Fig. 1: run 1, port wiring
Scale: 2 px per um.
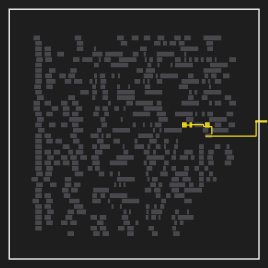
Fig. 2: run 1, placement view
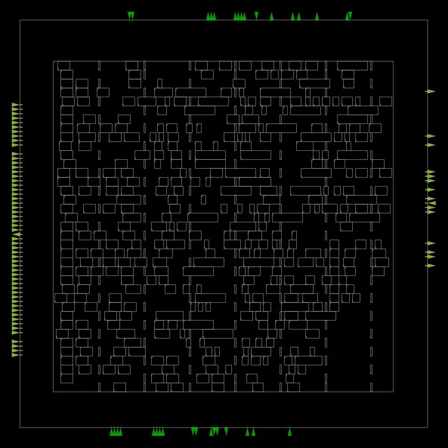
Fig. 3: run 1, gate families picked out
Scale: 4 px per um.
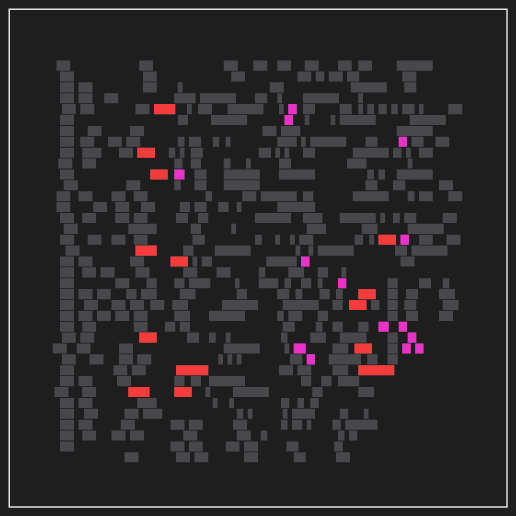
Fig. 4: run 1, sizing map
Scale: 4 px per um.
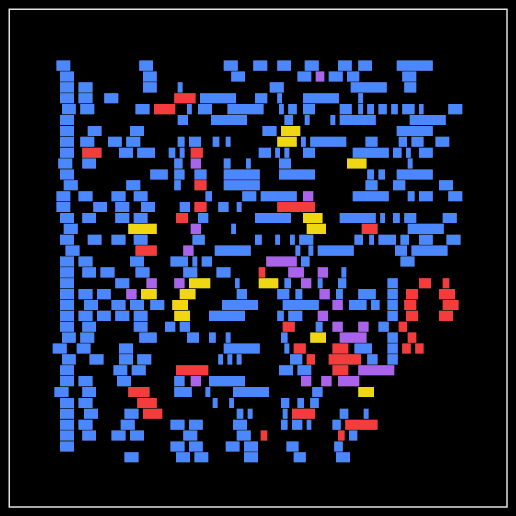
### src/rtl/adder_sched_pkg.sv
// Shared types and helpers for the round-robin adder scheduler.
// The sum is DATA_W+1 bits wide so the carry is kept in its MSB.
package adder_sched_pkg;

  localparam int DATA_W   = 8;
  localparam int SUM_W    = DATA_W + 1;
  localparam int MAX_ID_W = 4;   // wide enough for up to 16 requesters

  typedef struct packed {
    logic [MAX_ID_W-1:0] id;
    logic [SUM_W-1:0]    sum;
  } rsp_t;

  // Advance the round-robin pointer, wrapping at n-1 back to 0.
  function automatic logic [MAX_ID_W-1:0] next_ptr(input logic [MAX_ID_W-1:0] ptr,
                                                   input int n);
    if (int'(ptr) >= n - 1) return '0;
    return ptr + 1'b1;
  endfunction

endpackage

### src/rtl/adder_rr_sched_rr_arb.sv
// Combinational round-robin arbiter: the first set request at or above ptr
// wins, wrapping from NUM_REQ-1 to 0. Produces a one-hot grant and its index.
module rr_arb #(
  parameter  int NUM_REQ = 4,
  localparam int ID_W    = $clog2(NUM_REQ)
) (
  input  logic [NUM_REQ-1:0] req,
  input  logic [ID_W-1:0]    ptr,
  input  logic               en,
  output logic [NUM_REQ-1:0] gnt,
  output logic [ID_W-1:0]    idx
);

  logic          found;
  logic [ID_W:0] j;

  always_comb begin
    gnt   = '0;
    idx   = '0;
    found = 1'b0;
    j     = '0;
    for (int i = 0; i < NUM_REQ; i++) begin
      j = {1'b0, ptr} + (ID_W+1)'(i);
      if (j >= (ID_W+1)'(NUM_REQ)) j = j - (ID_W+1)'(NUM_REQ);
      if (en && !found && req[j[ID_W-1:0]]) begin
        found               = 1'b1;
        gnt[j[ID_W-1:0]]    = 1'b1;
        idx                 = j[ID_W-1:0];
      end
    end
  end

endmodule

### src/rtl/adder_rr_sched.sv
// Round-robin scheduler sharing one registered adder between NUM_REQ clients.
// Result appears one cycle after the accepting edge, tagged with the client id.
module adder_rr_sched
  import adder_sched_pkg::*;
#(
  parameter  int NUM_REQ = 4,
  parameter  int DATA_W  = adder_sched_pkg::DATA_W,
  localparam int ID_W    = $clog2(NUM_REQ)
) (
  input  logic                      clk,
  input  logic                      rst,
  input  logic [NUM_REQ-1:0]        req_valid,
  output logic [NUM_REQ-1:0]        req_ready,
  input  logic [NUM_REQ*DATA_W-1:0] req_a,
  input  logic [NUM_REQ*DATA_W-1:0] req_b,
  output logic                      rsp_valid,
  input  logic                      rsp_ready,
  output logic [DATA_W:0]           rsp_sum,
  output logic [ID_W-1:0]           rsp_id,
  output logic [15:0]               ops_cnt
);

  // Handshake: a beat moves on a rising edge where valid && ready. Requesters
  // hold valid and operands until accepted; ready never depends on being held.
  // The response register stays frozen while rsp_valid && !rsp_ready.
  logic [ID_W-1:0]    ptr_q;
  logic [NUM_REQ-1:0] gnt;
  logic [ID_W-1:0]    gnt_idx;
  logic               slot_free;
  logic               xfer;
  logic [DATA_W-1:0]  a_sel;
  logic [DATA_W-1:0]  b_sel;
  rsp_t               rsp_q;

  assign slot_free = !rsp_valid || rsp_ready;

  rr_arb #(.NUM_REQ(NUM_REQ)) u_arb (
    .req (req_valid),
    .ptr (ptr_q),
    .en  (slot_free && !rst),
    .gnt (gnt),
    .idx (gnt_idx)
  );

  assign req_ready = gnt;
  assign xfer      = |gnt;
  assign a_sel     = req_a[gnt_idx*DATA_W +: DATA_W];
  assign b_sel     = req_b[gnt_idx*DATA_W +: DATA_W];

  always_ff @(posedge clk or posedge rst) begin
    if (rst) begin
      rsp_valid <= 1'b0;
      rsp_q     <= '0;
      ptr_q     <= '0;
      ops_cnt   <= '0;
    end else begin
      if (xfer) begin
        rsp_valid <= 1'b1;
        rsp_q.sum <= SUM_W'(a_sel) + SUM_W'(b_sel);
        rsp_q.id  <= MAX_ID_W'(gnt_idx);
        ptr_q     <= ID_W'(next_ptr(MAX_ID_W'(gnt_idx), NUM_REQ));
      end else if (rsp_ready) begin
        rsp_valid <= 1'b0;
      end
      if (rsp_valid && rsp_ready) ops_cnt <= ops_cnt + 16'd1;
    end
  end

  assign rsp_sum = rsp_q.sum;
  assign rsp_id  = ID_W'(rsp_q.id);

endmodule

### config.mk
export PLATFORM = sky130hd
export DESIGN_NAME = adder_rr_sched
export DESIGN_NICKNAME = d
export VERILOG_FILES = /design/src/rtl/adder_sched_pkg.sv /design/src/rtl/adder_rr_sched_rr_arb.sv /design/src/rtl/adder_rr_sched.sv
export SDC_FILE = /design/constraint.sdc
export NUM_CORES = 1
export LEC_CHECK = 0
export CELL_PAD_IN_SITES_DETAIL_PLACEMENT = 1
export CELL_PAD_IN_SITES_GLOBAL_PLACEMENT = 2
export CORE_MARGIN = 10
export CORE_UTILIZATION = 23
export CTS_BUF_LIST = sky130_fd_sc_hd__clkbuf_4 sky130_fd_sc_hd__clkbuf_8
export CTS_CLUSTER_DIAMETER = 80
export DETAILED_ROUTE_END_ITERATION = 10
export GPL_TIMING_DRIVEN = 0
export PLACE_DENSITY_LB_ADDON = 0.1
export SETUP_SLACK_MARGIN = 0.1
export SLEW_MARGIN = 20
export SYNTH_ARGS = -nofsm -noshare
export SYNTH_HDL_FRONTEND = slang
export SYNTH_SLANG_ARGS = --single-unit
### constraint.sdc
create_clock -name clk -period 4.1 [get_ports clk]
set_clock_uncertainty 0.1 [all_clocks]
set_input_delay 0.615 -clock clk [delete_from_list [all_inputs] [get_ports clk]]
set_output_delay 0.615 -clock clk [all_outputs]
set_load 0.1 [all_outputs]
==> highlights.md, run 1 <==
- 5 — CTS Buf Count
- clkdlybuf4s50_1 (95), mux2i_1 (49), dfrtp_1 (29) — commonest cells after routing, fill and taps aside
- 8042 um — wire length after detailed routing
- mux2i_1 — most numerous cell in the Yosys netlist
- finished clean — outcome
- 0 — number of hold buffers added after CTS
- 3925 ps — final critical-path required period
- mux2i_1 (52), dfrtp_1 (30), nand2_1 (25), ha_1 (13) — Commonest cells post-synth
- 31.46% — worst rel slew slack
- 2 — maximum clock insertion buffer count
- clkdlybuf4s50_1 > buf_2 > or3b_2 > o32ai_1 > a22oi_1 > or2_2 > a21oi_2 > clkdlybuf4s15_2 — series of cell instances along the critical path
- 3851 um — WL met2
- 24.51% — multiplexer share of the synthesized area
- 570 ps — biggest cell delay along the critical path
- 53 — DRC marker count from the first detailed-route iteration
- 15.53 um — Routed WL per cell
- 4 — first drt pass iteration count
- 31 — total of cells resized after clock tree synthesis
- 11 — Post CTS Setup Buffer Count
- buffers and inverters — cell family with the largest share of critical-path delay
- 30 — clk sink count
- dfrtp_1 — primary flip-flop cell chosen by synthesis mapping
- 2,548 — vias in the first global route
- 15,390 um^2 — die outline area
- 1025 ps — Slew @ Worst Pin
- 280 ps — clock insertion delay at the later pin of the skew report
- 704 um — met3 wire length
- 256 — number of instances in the synthesized netlist
- 30 — flip-flop and latch count after synthesis
- 200 ps — worst reg-to-reg setup slack
- 0 — max-cap check violation count
- 2 — H-tree levels
- 19.37% — fraction of final layout cells with drive strength greater than 1
- 0 — global route overflow
- 0 — max-slew violation count
- 0.7726 — gp weighted congestion
- multiplexers — top logic cell family in the synthesized netlist
- yes — unrepaired setup endpoints after global routing
- 493 — # placed instances
- 0.0004798 V — largest vdd supply drop
- 3 — worst path bufs/invs
- done — TritonCTS clock tree
- flip-flop to flip-flop — HP Class
- 0 — Yosys warning count
- 10.30% — all-layer global routing usage
-- Fig. 1 (at the start) --
- `rsp_ready`: yellow (direction input; edge right; end cells 3; buffers 1; wire 53.8 um)
tally of buffers added on design ports: 101
io pins: 103

-- Fig. 2 (at the start) --
sequential cell count of the final layout: 30
inserted tap cell count: 136
share of the final layout cell area in sequential cells: 18.70%
number of fill cells: 1,231

-- Fig. 3 (at the start) --
- adder and majority cells: red (cells 14)
- AND and OR gates: magenta (cells 14)
most frequent logic cell in the layout: clkdlybuf4s50_1
number of standard cells in the layout, taps in and fillers out: 518
multi-input combinational area share: 43.00%

-- Fig. 4 (at the start) --
- drive 1 or less: blue (cells 308; share 81%)
- drive 2: red (cells 37; share 9.7%)
- drive 6 and up: yellow (cells 14; share 3.7%)
- drive 3 to 4: purple (cells 23; share 6.0%)
post-route setup slack: 174.9 ps
Layout area overhead: 61.43%
post-layout instance area: 4021 um^2
number of signal-net buffers in the layout: 129

[run 1: metrics by stage]
step	hold slack (ps)	setup slack (ps)	utilization, %	setup TNS, ps
3_3_place_gp	356.1	-978.9	35.40	-7031
4_1_cts	380.7	108.0	37.65	0
2_1_floorplan	487.6	139.1	-	0
3_5_place_dp	364.4	-661.9	35.40	-4749
5_1_grt	386.9	-9.936	38.61	-9.936
6_report	377.9	174.9	38.61	0
[run 1: area by class of cell]
cell class / instances / area [um^2] / area share [%]
Buffer: 11 / 85.08 / 2.116
Clock buffer: 6 / 82.58 / 2.054
Clock inverter: 2 / 12.51 / 0.3111
Inverter: 7 / 32.53 / 0.8090
Multi-Input combinational cell: 208 / 1729 / 43.00
Sequential cell: 30 / 752.0 / 18.70
Tap cell: 136 / 170.2 / 4.231
Timing Repair Buffer: 118 / 1157 / 28.78
[run 1: flip-flops by register name, summed over array words and instances, names as in the netlist]
name       cells
ops_cnt       16
rsp_sum        9
ptr_q          2
rsp_id         2
rsp_valid      1
[run 1: layer usage]
layer | global-route usage, % | up-vias
li1 | - | 1166
met2 | 17.79 | 77
met5 | 0 | -
met3 | 3.982 | 5
met1 | 11.73 | 1067
met4 | 2.374 | 0
[run 1: where the power goes]
part	leakage (uW)	internal [uW]	switching (uW)	total, uW
sequential	0.000380	387	71.1	458
combinational	0.00146	781	1320	2100
clock	0.0000472	135	117	251
total	0.00189	1300	1500	2810
[run 1: path summary, 6_finish.rpt]
path                               from            to
setup / recovery           req_valid[1]  req_ready[3]
hold / removal              ops_cnt[15]   ops_cnt[15]
setup reg to reg               ptr_q[0]    rsp_sum[5]
hold reg to reg             ops_cnt[15]   ops_cnt[15]
max in group asynchronous           rst      ptr_q[1]
min in group asynchronous           rst   ops_cnt[10]
Fig. 5: run 1, I/O pins on the die edge
Scale: 4 px per um. Pins as bars across the die edge, other pins in grey.
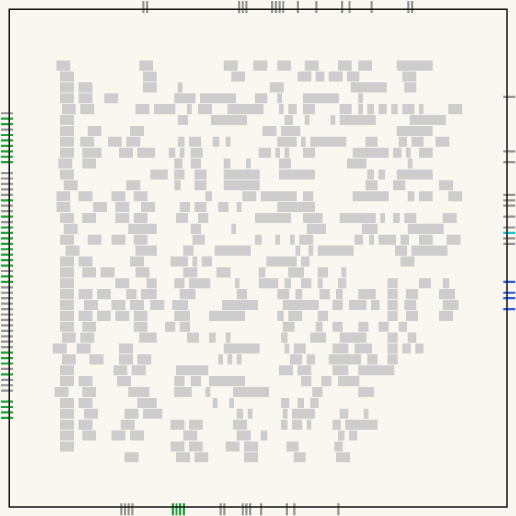

--- run 2 (diff from run 1) ---
Settings changed: SETUP_SLACK_MARGIN 0.1 to default.
Clock period 4.1 ns to 3.55 ns, I/O delays scaled along.
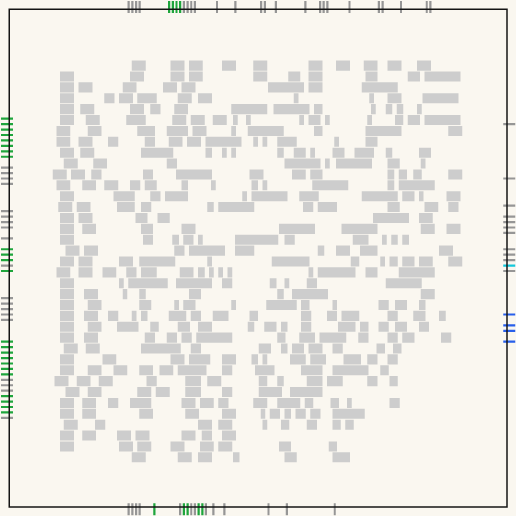
Fig. 6. I/O pins on the die edge (run 2).
Scale: 4 px per um. Pins as bars across the die edge, other pins in grey.
- `req_ready`: blue (pins 4; direction output; edge right)
- `req_b`: green (pins 32; direction input; edge 23 left, 5 bottom, 4 top)
- `rsp_ready`: cyan (pins 1; direction input; edge right)
- all pins by edge: 42 left, 27 top, 18 bottom, 16 right
Die Ht: 124.1 um
width of the chip: 124.1 um

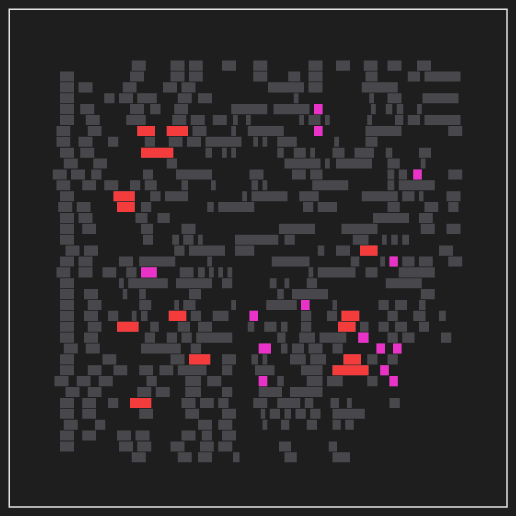
Fig. 7. Gate families picked out (run 2).
Scale: 4 px per um.
- adder and majority cells: red (cells 14)
- AND and OR gates: magenta (cells 14)
multi-input combinational area share: 42.36%
number of standard cells in the layout, taps in and fillers out: 530

==> run 2 against run 1 <==
  * Largest power group unchanged
  * The run now ends with setup timing left
  * Clock power grew 35%
  * Highest routed layer unchanged
  * Global-route usage grew 0.28 points
  * Register-to-register slack lost 280 ps
  * Die area is the same
  * Sequential share of layout area shrank 0.62 points
==> highlights.md, run 2 <==
- finished, violations left — outcome
- setup timing — violations in the final reports
- 67.20% — Layout area overhead
- 24.51% — multiplexer share of the synthesized area, unchanged
- -82.14 ps — post-route setup slack, -257.1 ps
- combinational logic — heaviest power group
- 23.86% — fraction of final layout cells with drive strength greater than 1, +4.5 points
- -80 ps — worst reg-to-reg setup slack, -280 ps
- clkdlybuf4s50_1 — most frequent logic cell in the layout
- 2,592 — vias in the first global route, +1.7%
- 529 uW — P_seq, +16%
- 39.99% — utilization after layout, +1.4 points
- ops_cnt[15] — critical hold path startpoint
- 31.97% — worst rel slew slack, +0.52 points
- 2 — H-tree levels, unchanged
- 753.2 um^2 — register area, +0.17%
- 0.0004521 V — largest vdd supply drop, -5.8%
- 44 — total of cells resized after clock tree synthesis, +42%
- mux2i_1 (52), dfrtp_1 (30), nand2_1 (25), ha_1 (13) — Commonest cells post-synth
- ptr_q[0] — worst flop-to-flop path startpoint
- mux2i_1 — most numerous cell in the Yosys netlist
- 1,195 — number of fill cells, -2.9%
- 1764 um^2 — combinational gate area, +2.0%
- ops_cnt — largest reg by FF count
- 4165 um^2 — post-layout instance area, +3.6%
- 101 — tally of buffers added on design ports, unchanged
- 69 — DRC marker count from the first detailed-route iteration, +30%
- 15.54 um — Routed WL per cell, +0.11%
- 1781 uW — power spent charging and discharging nets, +18%
- 0.7444 — gp weighted congestion, -3.7%
- 380 ps — biggest cell delay along the critical path, -190 ps
- buf_6 > inv_8 > ha_4 > mux2_4 > nor3b_4 > o31ai_4 > buf_6 > mux2i_1 > mux2i_2 > ha_1 > a21o_1 > a21o_1 > a21o_1 > a21o_1 > a221o_1 — series of cell instances along the critical path
- 339 uW — power attributed to the clock group, +35%
- 4 — first drt pass iteration count, unchanged
- 3 — setup violation total in the final timing report
- 0 — number of hold buffers added after CTS, unchanged
- 8237 um — wire length after detailed routing, +2.4%
- rsp_sum[5] — worst reg2reg endpoint
- 15,390 um^2 — die outline area, unchanged
- multiplexers — top logic cell family in the synthesized netlist
- 0 — global route overflow, unchanged
- clkdlybuf4s50_1 (94), mux2i_1 (49), buf_4 (30) — commonest cells after routing, fill and taps aside
- 10.58% — all-layer global routing usage, +0.28 points
- 16 — max FFs per register, unchanged
- 103 — io pins, unchanged
- 1017 ps — Slew @ Worst Pin, -7.714 ps
- 30 — flip-flop and latch count after synthesis, unchanged
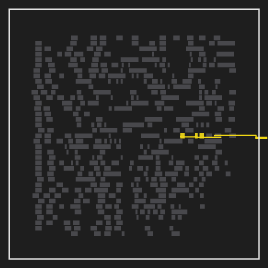
Fig. 8. Port wiring (run 2).
Scale: 2 px per um.
- `rsp_ready`: yellow (direction input; edge right; end cells 3; buffers 1; wire 44.2 um)

==> run 2: cell counts after synthesis <==
No cell type changed its count.
==> run 2: through the flow <==
stage / TNS, ps / setup slack (ps)
2_1_floorplan: -198.1 / -133.5
3_3_place_gp: -11360 / -1256
3_5_place_dp: -12080 / -1333
4_1_cts: -467.3 / -114.9
5_1_grt: -1151 / -282.1
6_report: -151.3 / -82.14
==> run 2: how the worst max path moves through the flow <==
stage / start / endpoint / slack [ps] / depth (start not counted)
CTS: ptr_q[0] / rsp_sum[6] / -110 / 17
global placement: rst / rsp_sum[5] / -1260 / 12
detailed placement: rst / rsp_sum[5] / -1330 / 12
floorplan: ptr_q[0] / rsp_sum[5] / -130 / 16
finish: ptr_q[0] / rsp_sum[5] / -80 / 15
global route: ptr_q[0] / rsp_sum[5] / -280 / 15
==> run 2: per-layer routing <==
metal | wire length (um) | share of wire [%] | GRT usage [%]
met1 | 3492 | 42 | 12.23
met2 | 4141 | 50 | 18.74
met3 | 570 | 6.9 | 3.439
met4 | 33 | 0.40 | 1.942
met5 | 0 | 0 | 0
==> run 2: logic make-up after synthesis <==
family / count (synthesis)
buf+inv: 18
flops: 30
fa+ha+maj: 14
compound gates: 46
mux: 58
simple gates: 70
xor+xnor: 20
==> run 2: area by class of cell <==
| class | instances | share of cell area, % |
|---|---|---|
| Multi-Input combinational cell | 208 | 42.36 |
| Timing Repair Buffer | 130 | 29.80 |
| Sequential cell | 30 | 18.08 |
| Tap cell | 136 | 4.085 |
| Buffer | 10 | 2.043 |
| Clock buffer | 5 | 1.652 |
| Clock inverter | 3 | 0.9613 |
| Inverter | 7 | 0.9012 |
| Timing Repair inverter | 1 | 0.1202 |
Fig. 9: run 2, sizing map
Scale: 4 px per um.
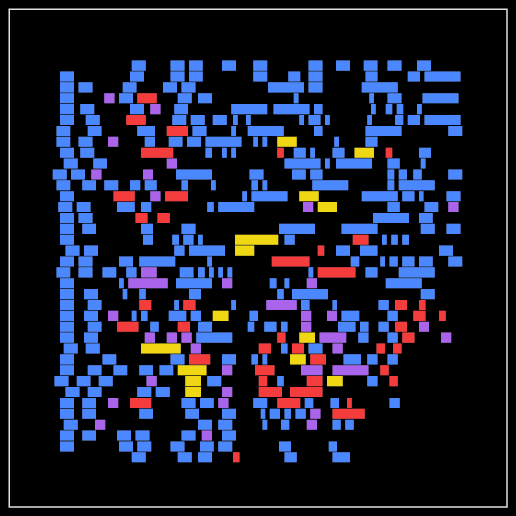

--- run 3 (diff from run 2) ---
Settings changed: SKIP_CTS_REPAIR_TIMING from default to 1.
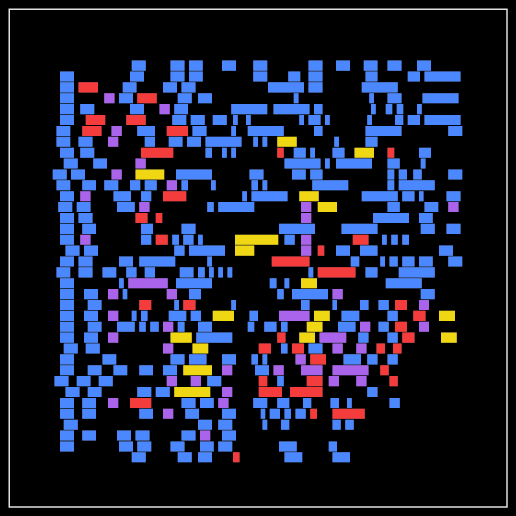
Fig. 10. Sizing map (run 3).
Scale: 4 px per um.
- drive 2: red (cells 39; share 9.6%)
- drive 1 or less: blue (cells 305; share 75%)
- drive 6 and up: yellow (cells 18; share 4.4%)
- drive 3 to 4: purple (cells 44; share 11%)
post-route setup slack: -185.2 ps
number of signal-net buffers in the layout: 152
post-layout instance area: 4277 um^2
Layout area overhead: 71.67%

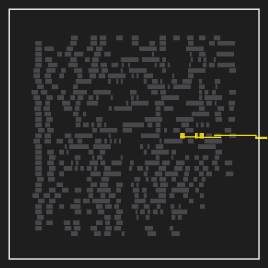
Fig. 11. Port wiring (run 3).
Scale: 2 px per um.
- `rsp_ready`: yellow (direction input; edge right; end cells 3; buffers 1; wire 44.2 um)

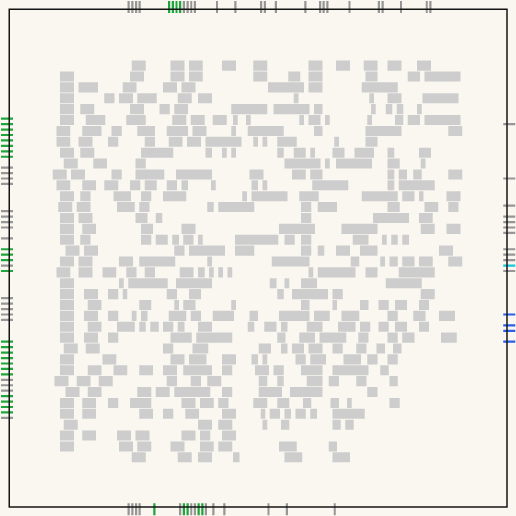
Fig. 12. I/O pins on the die edge (run 3).
Scale: 4 px per um. Pins as bars across the die edge, other pins in grey.
- `req_b`: green (pins 32; direction input; edge 23 left, 5 bottom, 4 top)
- `req_ready`: blue (pins 4; direction output; edge right)
- `rsp_ready`: cyan (pins 1; direction input; edge right)
- all pins by edge: 42 left, 27 top, 18 bottom, 16 right

==> run 3 against run 2 <==
  * The flow still finishes with violations (setup timing)
  * First-iteration DRC count fell by 1.4%
  * Die area did not move
  * Power rose by 1.0%
  * Via count grew 1.3%
  * Maximum frequency down 2.8%
  * Design area rose by 2.7%
  * Core utilization grew 1.1 points
  * Clock-buffer cell count stayed put
  * Cell count rose by 2.3%
  * Area after synthesis stayed put
  * Clock power about the same
  * Register-to-register slack got worse by 100 ps
  * Critical path type unchanged
  * Critical endpoint is now rsp_sum[6]
==> highlights.md, run 3 <==
- finished, violations left — outcome
- setup timing — violations in the final reports
- ops_cnt[15] — critical hold path startpoint
- 31.94% — worst rel slew slack, -0.035 points
- 1,203 — number of fill cells, +0.67%
- -1333 ps — pre-CTS setup slack, unchanged
- 8317 um — wire length after detailed routing, +0.97%
- 4176 um — WL met2, +0.85%
- -190 ps — worst reg-to-reg setup slack, -100 ps
- 30 — flip-flop and latch count after synthesis, unchanged
- 15,390 um^2 — die outline area, unchanged
- 124.1 um — width of the chip, unchanged
- clkdlybuf4s50_1 (94), mux2i_1 (47), buf_4 (37) — commonest cells after routing, fill and taps aside
- 101 — tally of buffers added on design ports, unchanged
- 531 uW — P_seq, about the same
- 0 — global route overflow, unchanged
- 9.920% — all-layer global routing usage, -0.66 points
- 41.06% — utilization after layout, +1.1 points
- 68 — DRC marker count from the first detailed-route iteration, -1.4%
- mux2i_1 — most numerous cell in the Yosys netlist
- 339 uW — power attributed to the clock group, about the same
- ptr_q[0] — worst setup path startpoint
- mux2i_1 (52), dfrtp_1 (30), nand2_1 (25), ha_1 (13) — Commonest cells post-synth
- 0.7444 — gp weighted congestion, unchanged
- 569 um — met3 wire length, -0.18%
- 124.1 um — Die Ht, unchanged
- 542 — number of standard cells in the layout, taps in and fillers out, +2.3%
- rsp_sum[6] — worst setup path end
- ptr_q[0] — worst flop-to-flop path startpoint
- 5 — setup violation total in the final timing report, +2
- 15.35 um — Routed WL per cell, -1.3%
- -185.2 ps — post-route setup slack, -103.1 ps
[run 3: cell counts after synthesis]
No cell type changed its count.
[run 3: through the flow]
stage | setup TNS (ps) | total power [uW] | area [um^2] | hold WS (ps)
6_report | -776.2 | 3452 | 4277 | 372.5
5_1_grt | -1845 | 3697 | 4277 | 398.0
4_1_cts | -9561 | 3186 | 3846 | 376.0
3_5_place_dp | -12080 | 2833 | 3737 | 366.3
3_3_place_gp | -11360 | 2820 | 3737 | 358.6
2_1_floorplan | -198.1 | 2270 | 2556 | 355.2
[run 3: cell type report]
type | count | area, um^2 | share of cell area (%)
buffer | 10 | 90.09 | 2.106
clock buffer | 5 | 68.82 | 1.609
clock inverter | 3 | 40.04 | 0.9362
inverter | 7 | 37.54 | 0.8777
multi-input combinational | 208 | 1749 | 40.90
sequential | 30 | 753.2 | 17.61
tap | 136 | 170.2 | 3.979
timing repair buffer | 142 | 1363 | 31.86
timing repair inverter | 1 | 5.005 | 0.1170
[run 3: logic make-up (layout without fill, tap and decap cells)]
logic type | after synthesis | after routing | share of synthesized area, %
muxes | 58 | 58 | 24.51
and+or+nand+nor | 70 | 70 | 14.36
buffers and inverters | 18 | 168 | 4.169
DFF | 30 | 30 | 30.14
AOI/OAI and AO/OA | 46 | 46 | 12.46
xor gates and xnor gates | 20 | 20 | 7.032
adders and majority gates | 14 | 14 | 7.333
[run 3: worst max-delay path, cell delays in order, from the launching register on]
cell and delay [ps]:
dfrtp_1 370, buf_6 140, inv_8 40, ha_4 290
mux2_4 310, nor3b_4 160, o31ai_4 240, buf_6 170
buf_6 140, buf_12 120, mux2i_1 180, mux2i_1 90
ha_2 200, fa_2 340, a21o_1 180, a21oi_2 200
o21ai_2 100, xnor2_1 160, o21ai_1 70
Power figures rest on the tool's default switching activity, not on a simulated workload.
